$ cat src/rtl/ps2_keycode_source.sv
// PS/2 set-2 keyboard front end: deserialises frames, maps make codes to {valid, ASCII} keycodes.
// Optional macro KEY_FIFO_EN replaces the single holding register with a 2**FIFO_AW-entry key FIFO.
module ps2_keycode_source #(
    parameter logic [15:0] TIMEOUT_CYCLES = 16'd10000,
    parameter int unsigned SYNC_STAGES    = 2,
    parameter int unsigned FIFO_AW        = 2
) (
    input  logic       clk,
    input  logic       reset,
    input  logic       ps2_clk,
    input  logic       ps2_data,
    output logic [7:0] keycode,
    input  logic       keystrobe,
    output logic       frame_err,
    output logic       overrun
);

    typedef enum logic [1:0] {S_IDLE, S_DATA, S_PARITY, S_STOP} state_t;

    if (SYNC_STAGES < 2 || FIFO_AW < 1) begin : g_param_check
        $error("ps2_keycode_source: SYNC_STAGES must be >= 2 and FIFO_AW >= 1");
    end

    logic [SYNC_STAGES-1:0] clk_sync;
    logic [SYNC_STAGES-1:0] data_sync;
    logic                   clk_prev;
    logic                   strobe_c;
    logic                   bit_c;

    state_t      state;
    logic [2:0]  bit_cnt;
    logic [7:0]  shift;
    logic        par_bit;
    logic [15:0] timer;
    logic        ext;
    logic        brk;
    logic        xlat_valid;
    logic [7:0]  xlat_code;
    logic        hit_c;
    logic [6:0]  ascii_c;
    logic        pop_c;

    // Pin synchronisers; idle-high reset value avoids a false edge after reset
    always_ff @(posedge clk or posedge reset) begin
        if (reset) begin
            clk_sync  <= '1;
            data_sync <= '1;
            clk_prev  <= 1'b1;
        end else begin
            clk_sync  <= {clk_sync[SYNC_STAGES-2:0], ps2_clk};
            data_sync <= {data_sync[SYNC_STAGES-2:0], ps2_data};
            clk_prev  <= clk_sync[SYNC_STAGES-1];
        end
    end

    assign strobe_c = clk_prev & ~clk_sync[SYNC_STAGES-1];
    assign bit_c    = data_sync[SYNC_STAGES-1];

    // Make-code lookup on the fully received byte
    always_comb begin
        hit_c   = 1'b0;
        ascii_c = 7'h00;
        if (ext) begin
            case (shift)
                8'h75: begin hit_c = 1'b1; ascii_c = 7'h77; end
                8'h72: begin hit_c = 1'b1; ascii_c = 7'h73; end
                8'h6B: begin hit_c = 1'b1; ascii_c = 7'h61; end
                8'h74: begin hit_c = 1'b1; ascii_c = 7'h64; end
                default: ;
            endcase
        end else begin
            case (shift)
                8'h1D: begin hit_c = 1'b1; ascii_c = 7'h77; end
                8'h1B: begin hit_c = 1'b1; ascii_c = 7'h73; end
                8'h1C: begin hit_c = 1'b1; ascii_c = 7'h61; end
                8'h23: begin hit_c = 1'b1; ascii_c = 7'h64; end
                8'h29: begin hit_c = 1'b1; ascii_c = 7'h20; end
                8'h5A: begin hit_c = 1'b1; ascii_c = 7'h0D; end
                8'h76: begin hit_c = 1'b1; ascii_c = 7'h1B; end
                default: ;
            endcase
        end
    end

    // Frame receiver, watchdog and prefix (E0/F0) tracking
    always_ff @(posedge clk or posedge reset) begin
        if (reset) begin
            state      <= S_IDLE;
            bit_cnt    <= 3'd0;
            shift      <= 8'h00;
            par_bit    <= 1'b0;
            timer      <= 16'd0;
            ext        <= 1'b0;
            brk        <= 1'b0;
            frame_err  <= 1'b0;
            xlat_valid <= 1'b0;
            xlat_code  <= 8'h00;
        end else begin
            frame_err  <= 1'b0;
            xlat_valid <= 1'b0;
            if (state == S_IDLE) begin
                timer <= 16'd0;
                if (strobe_c) begin
                    if (!bit_c) begin
                        state   <= S_DATA;
                        bit_cnt <= 3'd0;
                    end else begin
                        frame_err <= 1'b1;
                        ext       <= 1'b0;
                        brk       <= 1'b0;
                    end
                end
            end else if (strobe_c) begin
                timer <= 16'd0;
                case (state)
                    S_DATA: begin
                        shift   <= {bit_c, shift[7:1]};
                        bit_cnt <= bit_cnt + 3'd1;
                        if (bit_cnt == 3'd7) state <= S_PARITY;
                    end
                    S_PARITY: begin
                        par_bit <= bit_c;
                        state   <= S_STOP;
                    end
                    default: begin
                        state <= S_IDLE;
                        if (bit_c && (^{shift, par_bit})) begin
                            if (shift == 8'hE0) begin
                                ext <= 1'b1;
                            end else if (shift == 8'hF0) begin
                                brk <= 1'b1;
                            end else begin
                                xlat_valid <= hit_c & ~brk;
                                xlat_code  <= {1'b1, ascii_c};
                                ext        <= 1'b0;
                                brk        <= 1'b0;
                            end
                        end else begin
                            frame_err <= 1'b1;
                            ext       <= 1'b0;
                            brk       <= 1'b0;
                        end
                    end
                endcase
            end else if (timer == TIMEOUT_CYCLES - 16'd1) begin
                state     <= S_IDLE;
                timer     <= 16'd0;
                frame_err <= 1'b1;
                ext       <= 1'b0;
                brk       <= 1'b0;
            end else begin
                timer <= timer + 16'd1;
            end
        end
    end

    assign pop_c = keystrobe & keycode[7];

`ifdef KEY_FIFO_EN
    localparam int unsigned DEPTH = 1 << FIFO_AW;

    logic [7:0]       mem   [DEPTH];
    logic [7:0]       mem_n [DEPTH];
    logic [FIFO_AW:0] wr_ptr, rd_ptr, wr_n, rd_n;
    logic [7:0]       keycode_n;
    logic             ovf_n;
    logic             full_c;

    assign full_c = (wr_ptr - rd_ptr) == (FIFO_AW+1)'(DEPTH);

    // Next FIFO state; keycode is registered from the next head entry
    always_comb begin
        mem_n = mem;
        wr_n  = wr_ptr;
        rd_n  = rd_ptr;
        ovf_n = 1'b0;
        if (xlat_valid) begin
            if (!full_c || pop_c) begin
                mem_n[wr_ptr[FIFO_AW-1:0]] = xlat_code;
                wr_n = wr_ptr + (FIFO_AW+1)'(1);
            end else begin
                ovf_n = 1'b1;
            end
        end
        if (pop_c) rd_n = rd_ptr + (FIFO_AW+1)'(1);
        keycode_n = (wr_n == rd_n) ? 8'h00 : mem_n[rd_n[FIFO_AW-1:0]];
    end

    always_ff @(posedge clk or posedge reset) begin
        if (reset) begin
            for (int i = 0; i < int'(DEPTH); i++) mem[i] <= 8'h00;
            wr_ptr  <= '0;
            rd_ptr  <= '0;
            keycode <= 8'h00;
            overrun <= 1'b0;
        end else begin
            mem     <= mem_n;
            wr_ptr  <= wr_n;
            rd_ptr  <= rd_n;
            keycode <= keycode_n;
            overrun <= ovf_n;
        end
    end
`else
    // Single holding register; an ack in the same cycle frees room for the new key
    always_ff @(posedge clk or posedge reset) begin
        if (reset) begin
            keycode <= 8'h00;
            overrun <= 1'b0;
        end else begin
            overrun <= 1'b0;
            if (xlat_valid) begin
                if (!keycode[7] || pop_c) keycode <= xlat_code;
                else                      overrun <= 1'b1;
            end else if (pop_c) begin
                keycode <= 8'h00;
            end
        end
    end
`endif

endmodule
$ cat config.mk
export PLATFORM = sky130hd
export DESIGN_NAME = ps2_keycode_source
export DESIGN_NICKNAME = d
export VERILOG_FILES = /design/src/rtl/ps2_keycode_source.sv
export SDC_FILE = /design/constraint.sdc
export NUM_CORES = 1
export LEC_CHECK = 0
export CAP_MARGIN = 20
export CORE_AREA = 2 2 80 74
export DETAILED_ROUTE_END_ITERATION = 10
export DIE_AREA = 0 0 82 76
export PLACE_DENSITY = 0.72
export SLEW_MARGIN = 20
export SYNTH_ARGS = -nofsm -noshare
export SYNTH_HDL_FRONTEND = slang
export SYNTH_SLANG_ARGS = --single-unit
$ cat constraint.sdc
create_clock -name clk -period 1.9 [get_ports clk]
set_input_delay 0.38 -clock clk [delete_from_list [all_inputs] [get_ports clk]]
set_output_delay 0.38 -clock clk [all_outputs]
set_load 0.1 [all_outputs]
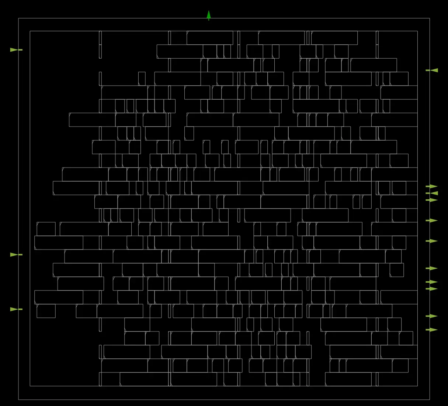
*Cell placement*
flop share of the area: 41.11%
flop count: 54
Site Rows: 26

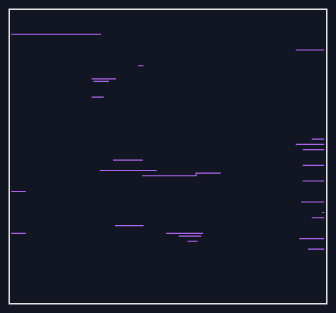
*M3 wires*
- nets with wire on the layer: 20
- share of all routed wire: 3.1%
- wire length on this layer: 162 um

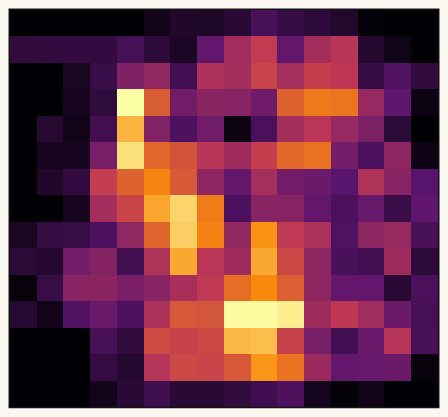
*Routed metal per tile*
The die is cut into 16 by 15 equal tiles; black is low, pale yellow is high, scaled to the fullest tile. Values are wire area over tile area, all layers added.
- nearly empty tiles: 13%
- fullest tile: 0.42
- mean over tiles: 0.13

-- power groups by stage --
stage / sequential [mW] / clock (mW) / combinational [mW]
after floorplan: 1.56 / 0 / 0.992
after global placement: 1.56 / 0 / 1.26
after detailed placement: 1.57 / 0 / 1.30
after global routing: 1.59 / 0.718 / 1.57
after CTS: 1.55 / 0.668 / 1.31
final: 1.55 / 0.647 / 1.42
-- sequential cells by signal, indices dropped and copies added (netlist names), 2 cells and up --
register	cells
shift	8
xlat_code	7
keycode	7
timer	16
data_sync	2
state	2
clk_sync	2
bit_cnt	3
-- cell type report --
| type | count | area, um2 |
|---|---|---|
| Clock buffer | 7 | 86.33 |
| Clock inverter | 1 | 5.005 |
| Fill cell | 483 | 2160 |
| Inverter | 7 | 26.28 |
| Multi-Input combinational cell | 199 | 1414 |
| Sequential cell | 54 | 1359 |
| Tap cell | 70 | 87.58 |
| Timing Repair Buffer | 34 | 327.8 |
-- stage by stage --
| stage | instances | instance area [um2] | hold WS [ns] |
|---|---|---|---|
| floorplan | 276 | 2856 | 0.3452 |
| global placement | 364 | 3172 | 0.3463 |
| detailed placement | 364 | 3172 | 0.3485 |
| CTS | 372 | 3263 | 0.3616 |
| global route | 372 | 3306 | 0.3626 |
| finish | 372 | 3306 | 0.3592 |
-- cells in the mapped netlist (2+ instances only) --
cell type	n
dfrtp_1	49
nor2_1	33
nand2_1	22
a21oi_1	11
nand3_1	11
mux2_2	9
xnor2_1	9
a22o_1	8
clkbuf_1	8
ha_1	8
inv_1	7
nor2b_1	7
xor2_1	7
o21ai_0	6
a31oi_1	5
and3_1	5
dfstp_2	5
nand4_1	5
nor3b_1	5
o2111ai_1	5
buf_6	4
nand2b_1	4
nor4_1	3
a21boi_0	2
and3b_1	2
buf_2	2
buf_4	2
nor3_1	2
nor4bb_1	2
o21a_1	2
==> metrics.cfg <==
[synth]
ys_ff = 54
syn-cell-area_um2 = 2856
ys_types = 56
syn_area_per_cell_um2 = 10.35
fa_ha_area_share_pct = 3.504
syn_inst = 276
synthFlopType = dfrtp_1
edf_count = 0
ys_seq_share_pct = 47.53
yosysTopAreaCell = dfrtp_1
ys_async_sr_fraction_pct = 100.0
ys_sh_aoi_pct = 11.34
ys_sh_mux_pct = 4.774
ys_cells = 276
fp_nets = 289
yosys-stat-area_um2 = 2856
yosysWarnings = 0
ys_sh_simple_pct = 20.46
synth.logic.top_family = simple AND/OR/NAND/NOR gates
top_area_share_pct = 42.93
xor_area_share_pct = 7.972
ys_top_cells_by_area = dfrtp_1, dfstp_2, nor2_1

[worst_setup_path]
start_kind = register
critPathCapture = frame_err$_DFF_PP0_
reg2reg_depth = 5
startpoint = shift[7]$_DFFE_PP0P_
critical_path_depth = 5
arrival_ns = 2.12
crit_buf_inv = 0
worstPathMaxFanout = 6
slowest_delay_ns = 0.50
rrSetupSlack_ns = 0.02
cp.required_ns = 2.14
path_cells = xnor2_1, xnor3_2, mux2i_2, or4_1, nand2_1
critPathTopFamily = XOR/XNOR gates
slowest_stage = xnor3_2
criticalPathCategory = register to register
worstReg2RegEnd = frame_err$_DFF_PP0_
regToRegStartpoint = shift[7]$_DFFE_PP0P_
endpoint_kind = register

[hold_path]
hold_depth = 0
hold_path_class = register to register
hp-start = clk_sync[0]$_DFF_PP1_
hold_path_end = clk_sync[1]$_DFF_PP1_

[route]
wire_per_inst_um = 14.06
met1_length_mm = 2.525
wirelength_mm = 5.232
num_vias = 2074
top_layer = met4
wl_met2_mm = 2.467
drt_iter0_drc = 144
drc = 0
via_per_inst = 5.575
antenna_left = 0
dr.pass1.iters = 4
met3_length_um = 162

[clock_network]
worstSkewPairLatency_ns = 0.30
post-cts-setup-buffers = 0
cts_root_buffer = clkbuf_8
htreeDepth = 2
ctsHoldBuffers = 0
cts_resized = 1
cts_sinks = 54
cts_buffers = 5
clk_path_buf_depth = 2
cts_tree = done
clkSlewWorstSetupHoldPaths_ns = 0.09

[final_timing]
skew_ns = 0.005883
finalCritPeriodShare_pct = 98.73
rsz0062_at_grt = yes
slew_headroom_pct = 64.11
tightest_slew_ns = 0.5342
min_period_ns = 1.876
timing.fmax_ghz = 0.5331
finalMaxSlewViolations = 0
fin_ws_ns = 0.02418
finalSetupTns_ns = 0
hold_viol_final = 0
setup_viol = 0

[floorplanning]
io_pins = 15
initial_core_util_pct = 52.27
coreArea_um2 = 5465
die_w_um = 82
dieArea_um2 = 6232
die_h_um = 76

[grt]
grt_util_met1_pct = 25.18
grt-busiest-layer = met2
grt_max_degree = 55
overflow = 0
grt_pass1_vias = 2032
grt_antenna_before_repair = 0
grt_usage_pct = 18.29
grt_pass1_wl_mm = 8.942
grt_use_met2_pct = 28.70
use_met3_pct = 3.199

[final_layout]
mostFrequentLayoutCells = dfrtp_1, nor2_1, buf_4, nand2_1
final_common_cell = dfrtp_1
layout-drive-gt1-share_pct = 22.85
fin_nets = 314
final_util_pct = 60.49
area_growth_syn_to_layout_pct = 15.72
antennaDiodeCount = 0

[power_and_ir_drop]
netSwitchingFraction_pct = 35.83
p_leak_nw = 1.461
p_seq_share_pct = 42.8
p_sw_mw = 1.299
power.total_mw = 3.625
intPower_mw = 2.326
power.share.clock_pct = 17.9
ir_drop_v = 0.0006563
cellPowerDensity_nw_per_um2 = 1097
combPwrFrac_pct = 39.3

[job]
openroad.warnings = 32
cap_viol_max_count = 0

[placed_design]
place_ws_ns = -0.02706
hpwl_mm = 3.702
place_congestion = 0.8962
portBuffers = 14

[outcome]
status = finished clean

Power and IR drop assume default switching activity.
